### Selected gate families, run 1

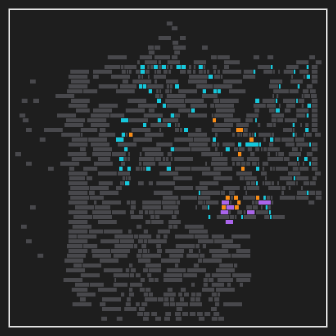
### Track usage over the die, run 1

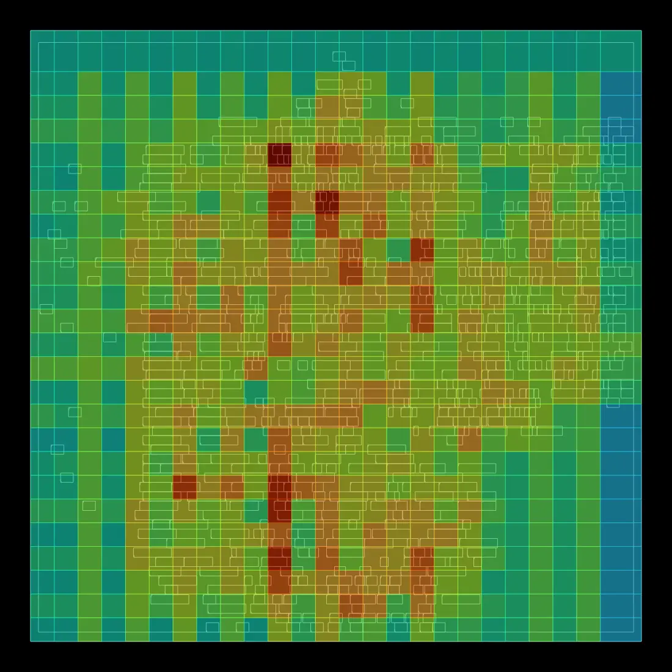
### Wires at chosen ports, followed through buffers, run 1

Scale bar: 50 um.
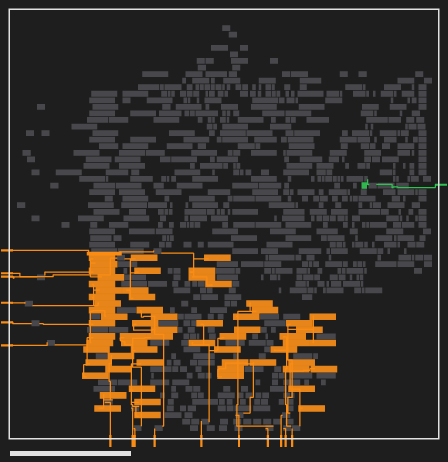
### Layout detail, run 1

Scale bar: 10 um. Window x 32 to 57, y 32 to 57 um. Cells in gray, sequential cells in the stronger gray; small squares are vias.
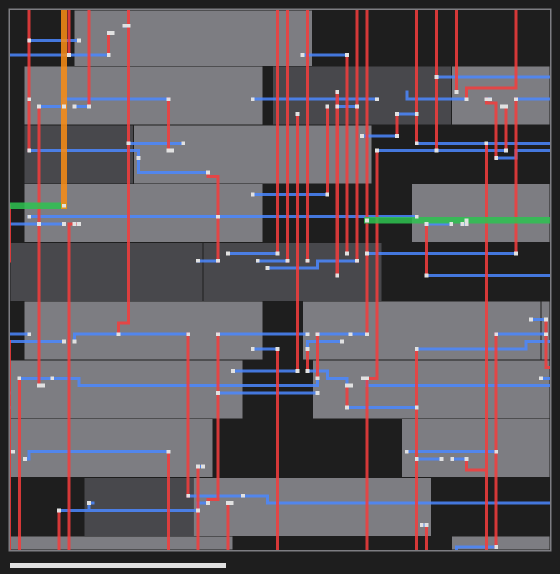
## src/rtl/alu_cmd_sequencer.sv

```systemverilog
// Buffers ALU commands in a FIFO, issues them one at a time to an external
// combinational ALU, and returns each captured result on a valid/ready stream.
module alu_cmd_sequencer #(
  parameter int DATA_W     = 16,
  parameter int FIFO_DEPTH = 4
) (
  input  logic              iClk,
  input  logic              iRst,
  input  logic              iCmdValid,
  output logic              oCmdReady,
  input  logic [3:0]        iCmdOp,
  input  logic [DATA_W-1:0] iCmdA,
  input  logic [DATA_W-1:0] iCmdB,
  output logic [DATA_W-1:0] oAluA,
  output logic [DATA_W-1:0] oAluB,
  output logic [3:0]        oAluCtrl,
  input  logic [DATA_W-1:0] iAluOut,
  input  logic              iAluCarry,
  output logic              oRspValid,
  input  logic              iRspReady,
  output logic [DATA_W-1:0] oRspData,
  output logic              oRspCarry,
  output logic              oRspZero,
  output logic              oRspErr,
  output logic [3:0]        oRspOp,
  output logic              oBusy
);

  // state  | meaning
  // IDLE   | waiting for a queued command; pops and screens the FIFO head
  // ISSUE  | ALU inputs stable this cycle; result captured at its end
  // RESP   | response presented until the consumer takes it
  typedef enum logic [1:0] {S_IDLE, S_ISSUE, S_RESP} state_e;

  localparam int PTR_W = $clog2(FIFO_DEPTH);

  state_e state_q, state_d;

  logic [3:0]        fifo_op_q [FIFO_DEPTH];
  logic [DATA_W-1:0] fifo_a_q  [FIFO_DEPTH];
  logic [DATA_W-1:0] fifo_b_q  [FIFO_DEPTH];
  logic [PTR_W-1:0]  wr_ptr_q, rd_ptr_q;
  logic [PTR_W:0]    count_q;

  logic [DATA_W-1:0] alu_a_q, alu_b_q, rsp_data_q;
  logic [3:0]        alu_ctrl_q, rsp_op_q;
  logic              rsp_carry_q, rsp_zero_q, rsp_err_q;

  logic              full, empty, push, pop;
  logic [3:0]        head_op;
  logic [DATA_W-1:0] head_a, head_b;
  logic              head_illegal, head_div0;

  assign full    = (count_q == (PTR_W+1)'(FIFO_DEPTH));
  assign empty   = (count_q == '0);
  assign push    = iCmdValid && oCmdReady;
  assign pop     = (state_q == S_IDLE) && !empty;
  assign head_op = fifo_op_q[rd_ptr_q];
  assign head_a  = fifo_a_q[rd_ptr_q];
  assign head_b  = fifo_b_q[rd_ptr_q];
  assign head_illegal = (head_op > 4'd8);
  assign head_div0    = (head_op == 4'd8) && (head_b == '0);

  always_ff @(posedge iClk) begin
    if (push) begin
      fifo_op_q[wr_ptr_q] <= iCmdOp;
      fifo_a_q[wr_ptr_q]  <= iCmdA;
      fifo_b_q[wr_ptr_q]  <= iCmdB;
    end
  end

  always_ff @(posedge iClk) begin
    if (iRst) begin
      wr_ptr_q <= '0;
      rd_ptr_q <= '0;
      count_q  <= '0;
    end else begin
      if (push) wr_ptr_q <= wr_ptr_q + PTR_W'(1);
      if (pop)  rd_ptr_q <= rd_ptr_q + PTR_W'(1);
      case ({push, pop})
        2'b10:   count_q <= count_q + (PTR_W+1)'(1);
        2'b01:   count_q <= count_q - (PTR_W+1)'(1);
        default: count_q <= count_q;
      endcase
    end
  end

  always_ff @(posedge iClk) begin
    if (iRst) state_q <= S_IDLE;
    else      state_q <= state_d;
  end

  always_comb begin
    state_d = state_q;
    case (state_q)
      S_IDLE:  if (pop) state_d = (head_illegal || head_div0) ? S_RESP : S_ISSUE;
      S_ISSUE: state_d = S_RESP;
      S_RESP:  if (iRspReady) state_d = S_IDLE;
      default: state_d = S_IDLE;
    endcase
  end

  always_comb begin
    oRspValid = (state_q == S_RESP);
    oBusy     = !empty || (state_q != S_IDLE);
    oCmdReady = !full && !iRst;
  end

  // Rejected commands bypass the ALU, so its inputs keep their last issued values.
  always_ff @(posedge iClk) begin
    if (iRst) begin
      alu_a_q     <= '0;
      alu_b_q     <= '0;
      alu_ctrl_q  <= '0;
      rsp_data_q  <= '0;
      rsp_carry_q <= 1'b0;
      rsp_zero_q  <= 1'b0;
      rsp_err_q   <= 1'b0;
      rsp_op_q    <= '0;
    end else if (pop) begin
      rsp_op_q <= head_op;
      if (head_illegal) begin
        rsp_data_q  <= '0;
        rsp_carry_q <= 1'b0;
        rsp_zero_q  <= 1'b1;
        rsp_err_q   <= 1'b1;
      end else if (head_div0) begin
        rsp_data_q  <= '1;
        rsp_carry_q <= 1'b0;
        rsp_zero_q  <= 1'b0;
        rsp_err_q   <= 1'b1;
      end else begin
        alu_a_q    <= head_a;
        alu_b_q    <= head_b;
        alu_ctrl_q <= head_op;
      end
    end else if (state_q == S_ISSUE) begin
      rsp_data_q  <= iAluOut;
      rsp_carry_q <= (alu_ctrl_q == 4'd2) ? iAluCarry : 1'b0;
      rsp_zero_q  <= (iAluOut == '0);
      rsp_err_q   <= 1'b0;
    end
  end

  assign oAluA     = alu_a_q;
  assign oAluB     = alu_b_q;
  assign oAluCtrl  = alu_ctrl_q;
  assign oRspData  = rsp_data_q;
  assign oRspCarry = rsp_carry_q;
  assign oRspZero  = rsp_zero_q;
  assign oRspErr   = rsp_err_q;
  assign oRspOp    = rsp_op_q;

endmodule

```

## config.mk

```make
export PLATFORM = sky130hd
export DESIGN_NAME = alu_cmd_sequencer
export DESIGN_NICKNAME = d
export VERILOG_FILES = /design/src/rtl/alu_cmd_sequencer.sv
export SDC_FILE = /design/constraint.sdc
export NUM_CORES = 1
export LEC_CHECK = 0
export ABC_AREA = 0
export CORE_MARGIN = 2
export CORE_UTILIZATION = 30
export CTS_CLUSTER_DIAMETER = 100
export DETAILED_ROUTE_END_ITERATION = 10
export PLACE_DENSITY = 0.61
export SYNTH_ARGS = -nofsm -noshare
export SYNTH_HDL_FRONTEND = slang
export SYNTH_SLANG_ARGS = --single-unit
```

## constraint.sdc

```tcl
create_clock -name iClk -period 8.13 [get_ports iClk]
set_clock_uncertainty 0.05 [all_clocks]
set_input_delay 1.626 -clock iClk [delete_from_list [all_inputs] [get_ports iClk]]
set_output_delay 1.626 -clock iClk [all_outputs]
set_load 0.03 [all_outputs]
```

==> run_summary.xml, run 1 <==
<?xml version="1.0" encoding="UTF-8"?>
<metrics>
  <group name="placed_design">
    <metric name="detailed_place.area" unit="um2">10540</metric>
    <metric name="dp_slack" unit="ns">3.298</metric>
    <metric name="finalWeightedCongestion" unit="">0.7230</metric>
    <metric name="place.detailed.hpwl" unit="um">13150</metric>
    <metric name="io_buffer_count" unit="">118</metric>
  </group>
  <group name="critical_path">
    <metric name="origin_of_the_worst_setup_path" unit="">iRst</metric>
    <metric name="worst_r2r_endpoint" unit="">oAluA[2]$_SDFFE_PP0P_</metric>
    <metric name="critical-path-top-delay-family" unit="">buffers and inverters</metric>
    <metric name="required" unit="ns">6.45</metric>
    <metric name="timing.critical_path.to" unit="">oCmdReady</metric>
    <metric name="cp_slowest_stage_delay" unit="ns">0.77</metric>
    <metric name="critPathCaptureType" unit="">primary output</metric>
    <metric name="reg2reg_slack" unit="ns">4.56</metric>
    <metric name="path_class" unit="">in2out</metric>
    <metric name="path_cells" unit="">buf_4 -&gt; a31oi_1 -&gt; clkdlybuf4s50_1</metric>
    <metric name="cp.arrival" unit="ns">3.16</metric>
    <metric name="cp-start-kind" unit="">input port</metric>
    <metric name="timing.reg2reg.worst_path_depth" unit="">6</metric>
    <metric name="worstSetupPathDepth" unit="">3</metric>
  </group>
  <group name="final_layout">
    <metric name="postLayoutCoreUtil" unit="%">38.26</metric>
    <metric name="most_common_logic_cell_in_the_routed_design" unit="">sky130_fd_sc_hd__edfxtp_1</metric>
    <metric name="n_fill_cell" unit="">2847</metric>
    <metric name="n_sequential_cell" unit="">214</metric>
    <metric name="reg.largest.list" unit="">fifo_a_q (64), fifo_b_q (64)</metric>
    <metric name="diodes" unit="">0</metric>
    <metric name="clock_tree_area_fraction" unit="%">7.095</metric>
    <metric name="synthToLayoutAreaGrowth" unit="%">25.51</metric>
    <metric name="layout_non_clock_buf_share" unit="%">10.92</metric>
    <metric name="instances_no_fill" unit="">1142</metric>
    <metric name="fraction_of_area_in_multi_input_gates" unit="%">26.86</metric>
    <metric name="mi_logic_area" unit="um2">3045</metric>
    <metric name="clkbuf_count" unit="">31</metric>
    <metric name="sh_seq_area" unit="%">50.49</metric>
    <metric name="most_instantiated_logic_cells_after_routing" unit="">sky130_fd_sc_hd__edfxtp_1 (144), sky130_fd_sc_hd__clkdlybuf4s50_1 (117), sky130_fd_sc_hd__dfxtp_1 (70)</metric>
    <metric name="finish.instance_area" unit="um2">11340</metric>
    <metric name="layout-drive-gt1-share" unit="%">12.90</metric>
    <metric name="final-seq-area" unit="um2">5725</metric>
  </group>
  <group name="routing">
    <metric name="finalWirelength" unit="um">21420</metric>
    <metric name="detailedRoute.firstIterationViolations" unit="">412</metric>
    <metric name="num_vias" unit="">5719</metric>
    <metric name="met3_length" unit="um">1773</metric>
    <metric name="drtAntennaViolNets" unit="">0</metric>
    <metric name="routedLengthMet1" unit="um">9378</metric>
  </group>
  <group name="power">
    <metric name="p_leak" unit="nW">3.614</metric>
    <metric name="power.group.top" unit="">registers</metric>
    <metric name="net-switching-power" unit="mW">1.370</metric>
    <metric name="seq_power_share" unit="%">36.9</metric>
    <metric name="p_seq" unit="mW">1.45</metric>
    <metric name="fin_total_pwr" unit="mW">3.942</metric>
    <metric name="power-per-cell-area" unit="nW/um2">347.6</metric>
    <metric name="powerComb" unit="mW">1.40</metric>
    <metric name="pg_clk" unit="mW">1.09</metric>
    <metric name="comb_power_share" unit="%">35.6</metric>
    <metric name="worst_ir_drop_vdd" unit="uV">160.9</metric>
  </group>
  <group name="worst_hold_path">
    <metric name="hold_class" unit="">reg2reg</metric>
    <metric name="hold_path_depth" unit="">2</metric>
    <metric name="capture_endpoint_of_the_worst_hold_path" unit="">oRspOp[1]$_SDFFE_PP0N_</metric>
  </group>
  <group name="logic_synthesis">
    <metric name="postSynthNetCount" unit="">694</metric>
    <metric name="basic_gates_by_area" unit="%">12.51</metric>
    <metric name="yosys-stat-cells" unit="">631</metric>
    <metric name="enable_flop_cells" unit="">144</metric>
    <metric name="ys_warn_count" unit="">0</metric>
    <metric name="synthMuxAreaShare" unit="%">9.555</metric>
    <metric name="xor_share" unit="%">0.4847</metric>
    <metric name="post_synth_instance_area" unit="um2">9035</metric>
    <metric name="top_area_share" unit="%">47.86</metric>
    <metric name="synth.top_cells.by_count" unit="">sky130_fd_sc_hd__edfxtp_1 (144), sky130_fd_sc_hd__dfxtp_1 (70), sky130_fd_sc_hd__nand2_1 (46), sky130_fd_sc_hd__clkbuf_1 (33), sky130_fd_sc_hd__nand3_1 (33)</metric>
    <metric name="ys_seq_elements" unit="">214</metric>
    <metric name="ys_top_logic_family" unit="">simple AND/OR/NAND/NOR gates</metric>
    <metric name="yosys.stat.chipArea" unit="um2">9035</metric>
    <metric name="postSynth.topFlopCell" unit="">sky130_fd_sc_hd__edfxtp_1</metric>
    <metric name="async_flop_share" unit="%">0</metric>
    <metric name="topCellsByArea" unit="">sky130_fd_sc_hd__edfxtp_1 (48%), sky130_fd_sc_hd__dfxtp_1 (16%), sky130_fd_sc_hd__mux4_2 (5.5%)</metric>
    <metric name="fa_ha_area_share" unit="%">0.9140</metric>
    <metric name="synth.distinct_cells" unit="">46</metric>
    <metric name="post_synth.cell_area_avg" unit="um2">14.32</metric>
    <metric name="post_synth_inst_count" unit="">631</metric>
  </group>
  <group name="floorplan">
    <metric name="die_height" unit="um">177.5</metric>
    <metric name="rows" unit="">63</metric>
    <metric name="chipWidth" unit="um">177.5</metric>
    <metric name="floorplan.io_pins" unit="">119</metric>
    <metric name="fp.dieArea" unit="um2">31520</metric>
    <metric name="tapCellCount" unit="">390</metric>
    <metric name="initial_core_util" unit="%">30.48</metric>
    <metric name="core" unit="um2">29640</metric>
  </group>
  <group name="final_timing">
    <metric name="unrepaired_setup_endpoints_after_global_routing" unit="">no</metric>
    <metric name="max_freq" unit="MHz">206.6</metric>
    <metric name="relative_slew_margins" unit="%">27.21</metric>
    <metric name="timing.final.ws_setup" unit="ns">3.290</metric>
    <metric name="report.final.hold_viol_count" unit="">0</metric>
    <metric name="final_min_period_over_clock_period" unit="%">59.54</metric>
    <metric name="fin_worst_hold_slack" unit="ns">0.4100</metric>
    <metric name="report.final.setup_viol" unit="">0</metric>
    <metric name="max_slew_violations" unit="">0</metric>
    <metric name="setup-tns-final" unit="ns">0</metric>
  </group>
  <group name="global_route">
    <metric name="global_route_wire_length_before_repair" unit="um">33280</metric>
    <metric name="grt_most_used_layer" unit="">met2</metric>
    <metric name="grt.met1_usage" unit="%">17.93</metric>
    <metric name="overflow" unit="">0</metric>
    <metric name="number_of_global_route_vias_before_repair" unit="">5832</metric>
    <metric name="grt_max_degree" unit="">66</metric>
  </group>
  <group name="clock_tree">
    <metric name="cts.reportedPaths.clkPinSlew" unit="ns">0.06</metric>
    <metric name="ctsHtreeMaxLevel" unit="">1</metric>
    <metric name="post-cts-setup-buffers" unit="">0</metric>
    <metric name="cts_tree" unit="">done</metric>
    <metric name="clock_buffers_created_by_tritoncts" unit="">25</metric>
    <metric name="clockRootBuffer" unit="">sky130_fd_sc_hd__clkbuf_16</metric>
    <metric name="clock_path_buffers" unit="">3</metric>
    <metric name="post_cts_resized" unit="">0</metric>
  </group>
  <group name="job">
    <metric name="tool_warnings" unit="">29</metric>
    <metric name="max_cap_violations" unit="">0</metric>
  </group>
  <group name="status">
    <metric name="outcome" unit="">finished clean</metric>
  </group>
</metrics>
About 'Selected gate families':
[purple] adder and majority cells | cells: 6
[orange] AND and OR gates | cells: 12 | where: right middle
[cyan] NOR gates | cells: 74

About 'Track usage over the die':
grt met3 use: 3.856%
Routed WL per cell: 18.76 um
met2 capacity usage during global routing: 21.93%
GRT Total Usage: 13.58%

About 'Wires at chosen ports, followed through buffers':
[orange] `iCmdA` | bits: 16 | direction: input | edge: 10 bottom, 6 left | end cells: 64 | buffers: 16 | wire: 1000 um
[green] `oRspValid` | bits: 1 | direction: output | edge: right | end cells: 1 | buffers: 1 | wire: 31.6 um

About 'Layout detail':
[blue] met1
[green] met3
[red] met2
[orange] met4
sequential cells in the window: 12
cells with their middle in the window: 17
netlist names of flops here include: `fifo_a_q` (12)
most frequent: edfxtp_1 (12), mux4_2 (2), clkbuf_8 (2)

### Sequential cells grouped by signal name, run 1

Scale bar: 50 um. Other sequential cells in the stronger gray, the rest of the logic in the fainter gray.
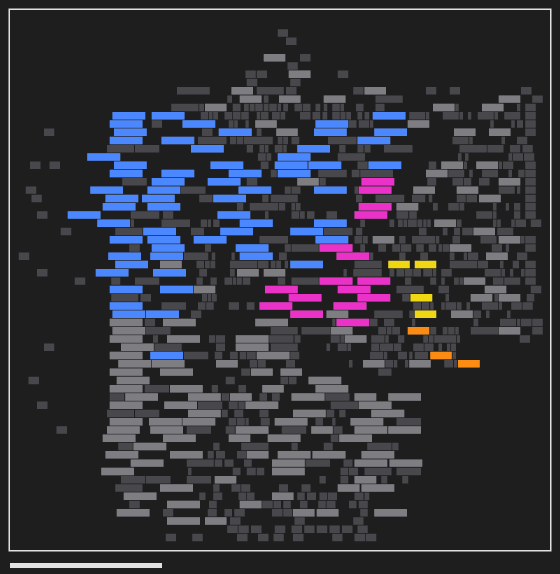

==> inputs of run 2 (changes only) <==
PLACE_DENSITY = 0.62   (was 0.61)
clock period = 4.13 ns   (was 8.13 ns; I/O delays follow)
### Sequential cells grouped by signal name, run 2

Scale bar: 50 um. Other sequential cells in the stronger gray, the rest of the logic in the fainter gray.
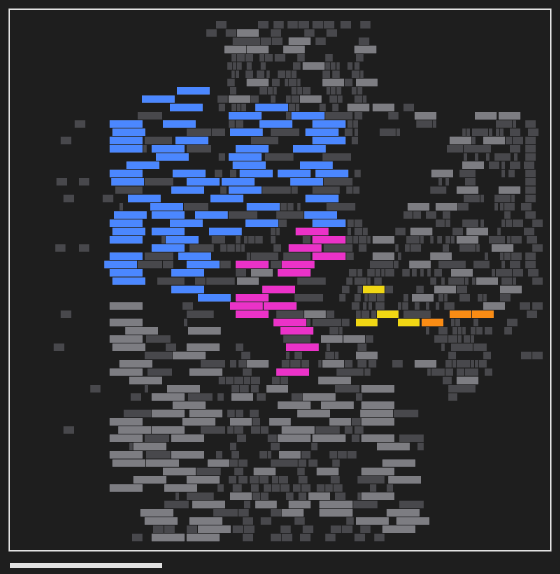
[blue] `fifo_b_q` | placed flops: 64
[orange] `count_q` | placed flops: 3
[magenta] `fifo_op_q` | placed flops: 16 | where: middle
[yellow] `oAluCtrl` | placed flops: 4
not colored: 127

==> run 2 against run 1 <==
Against the previous run: area after synthesis unchanged; count of clock-buffer cells in the layout rose by 4; sequential share of layout area grew 0.29 points; flip-flop count is the same; global-route usage shrank 0.42 points; combinational power increased by 100%; power rose by 89%; synthesized cell count unchanged; cell count rose by 0.79%; clock power increased by 66%; critical path depth stayed put; core utilization decreased by 0.22 points; critical endpoint is now oBusy; largest power group unchanged.
==> run_summary.xml, run 2 <==
<?xml version="1.0" encoding="UTF-8"?>
<metrics>
  <group name="critical_path">
    <metric name="path_cells" unit="">nor3_1 -&gt; nand2_1 -&gt; clkdlybuf4s50_1</metric>
    <metric name="worst_r2r_endpoint" unit="">oAluA[11]$_SDFFE_PP0P_</metric>
    <metric name="critPathCaptureType" unit="">primary output</metric>
    <metric name="cp-start-kind" unit="">register</metric>
    <metric name="cp.arrival" unit="ns">2.29</metric>
    <metric name="cp_slowest_stage_delay" unit="ns">0.65</metric>
    <metric name="path_class" unit="">reg2out</metric>
    <metric name="critical-path-top-delay-family" unit="">simple AND/OR/NAND/NOR gates</metric>
    <metric name="timing.reg2reg.worst_path_depth" unit="">6</metric>
    <metric name="timing.critical_path.to" unit="">oBusy</metric>
    <metric name="reg2reg_slack" unit="ns">1.04</metric>
  </group>
  <group name="global_route">
    <metric name="grt.met1_usage" unit="%">17.38</metric>
    <metric name="grt.total_usage" unit="%">13.16</metric>
    <metric name="grt_util_met3" unit="%">3.856</metric>
    <metric name="global_route_wire_length_before_repair" unit="um">32000</metric>
    <metric name="overflow" unit="">0</metric>
    <metric name="grt_max_degree" unit="">57</metric>
    <metric name="number_of_global_route_vias_before_repair" unit="">5587</metric>
  </group>
  <group name="power">
    <metric name="p_seq" unit="mW">2.83</metric>
    <metric name="comb_power_share" unit="%">37.7</metric>
    <metric name="power-per-cell-area" unit="nW/um2">661.7</metric>
    <metric name="powerComb" unit="mW">2.82</metric>
    <metric name="net-switching-power" unit="mW">2.622</metric>
    <metric name="fin_total_pwr" unit="mW">7.461</metric>
    <metric name="pg_clk" unit="mW">1.81</metric>
    <metric name="p_leak" unit="nW">3.595</metric>
    <metric name="power.group.top" unit="">registers</metric>
  </group>
  <group name="logic_synthesis">
    <metric name="post_synth.cell_area_avg" unit="um2">14.32</metric>
    <metric name="top_area_share" unit="%">47.86</metric>
    <metric name="enable_flop_cells" unit="">144</metric>
    <metric name="async_flop_share" unit="%">0</metric>
    <metric name="topCellsByArea" unit="">sky130_fd_sc_hd__edfxtp_1 (48%), sky130_fd_sc_hd__dfxtp_1 (16%), sky130_fd_sc_hd__mux4_2 (5.5%)</metric>
    <metric name="synth.distinct_cells" unit="">46</metric>
    <metric name="ys_seq_elements" unit="">214</metric>
    <metric name="post_synth_inst_count" unit="">631</metric>
    <metric name="yosys.stat.chipArea" unit="um2">9035</metric>
    <metric name="synth.top_cells.by_count" unit="">sky130_fd_sc_hd__edfxtp_1 (144), sky130_fd_sc_hd__dfxtp_1 (70), sky130_fd_sc_hd__nand2_1 (46), sky130_fd_sc_hd__clkbuf_1 (33), sky130_fd_sc_hd__nand3_1 (33)</metric>
    <metric name="fa_ha_area_share" unit="%">0.9140</metric>
  </group>
  <group name="placed_design">
    <metric name="finalWeightedCongestion" unit="">0.7223</metric>
    <metric name="detailed_place.area" unit="um2">10620</metric>
    <metric name="io_buffer_count" unit="">118</metric>
    <metric name="dp_slack" unit="ns">1.019</metric>
    <metric name="place.detailed.hpwl" unit="um">13490</metric>
  </group>
  <group name="final_layout">
    <metric name="postLayoutCoreUtil" unit="%">38.04</metric>
    <metric name="reg.largest.list" unit="">fifo_a_q (64), fifo_b_q (64)</metric>
    <metric name="sh_seq_area" unit="%">50.78</metric>
    <metric name="most_common_logic_cell_in_the_routed_design" unit="">sky130_fd_sc_hd__edfxtp_1</metric>
    <metric name="n_fill_cell" unit="">2809</metric>
    <metric name="diodes" unit="">3</metric>
    <metric name="final-seq-area" unit="um2">5725</metric>
    <metric name="layout_non_clock_buf_share" unit="%">11.72</metric>
    <metric name="finish.instance_area" unit="um2">11280</metric>
    <metric name="synthToLayoutAreaGrowth" unit="%">24.80</metric>
    <metric name="clock_tree_area_fraction" unit="%">5.770</metric>
    <metric name="layout-drive-gt1-share" unit="%">12.66</metric>
  </group>
  <group name="routing">
    <metric name="num_vias" unit="">5666</metric>
    <metric name="met3_length" unit="um">1615</metric>
    <metric name="finalWirelength" unit="um">20940</metric>
    <metric name="detailedRoute.firstIterationViolations" unit="">432</metric>
    <metric name="routedLengthMet1" unit="um">9421</metric>
    <metric name="drtAntennaViolNets" unit="">0</metric>
  </group>
  <group name="final_timing">
    <metric name="fin_worst_hold_slack" unit="ns">0.4035</metric>
    <metric name="timing.final.ws_setup" unit="ns">0.9648</metric>
    <metric name="relative_slew_margins" unit="%">28.91</metric>
    <metric name="final_min_period_over_clock_period" unit="%">76.64</metric>
    <metric name="max_slew_violations" unit="">0</metric>
  </group>
  <group name="job">
    <metric name="tool_warnings" unit="">29</metric>
    <metric name="max_cap_violations" unit="">0</metric>
  </group>
  <group name="floorplan">
    <metric name="tapCellCount" unit="">390</metric>
    <metric name="chipWidth" unit="um">177.5</metric>
    <metric name="initial_core_util" unit="%">30.48</metric>
    <metric name="fp.dieArea" unit="um2">31520</metric>
    <metric name="floorplan.io_pins" unit="">119</metric>
    <metric name="core" unit="um2">29640</metric>
  </group>
  <group name="clock_tree">
    <metric name="clockRootBuffer" unit="">sky130_fd_sc_hd__clkbuf_16</metric>
    <metric name="cts.reportedPaths.clkPinSlew" unit="ns">0.05</metric>
    <metric name="post-cts-setup-buffers" unit="">0</metric>
    <metric name="post_cts_resized" unit="">0</metric>
    <metric name="ctsHtreeMaxLevel" unit="">1</metric>
    <metric name="clock_path_buffers" unit="">3</metric>
    <metric name="cts_tree" unit="">done</metric>
  </group>
  <group name="worst_hold_path">
    <metric name="capture_endpoint_of_the_worst_hold_path" unit="">oRspOp[0]$_SDFFE_PP0N_</metric>
    <metric name="hold_path_depth" unit="">2</metric>
  </group>
  <group name="status">
    <metric name="outcome" unit="">finished clean</metric>
  </group>
</metrics>
Power figures rest on the tool's default switching activity, not on a simulated workload.
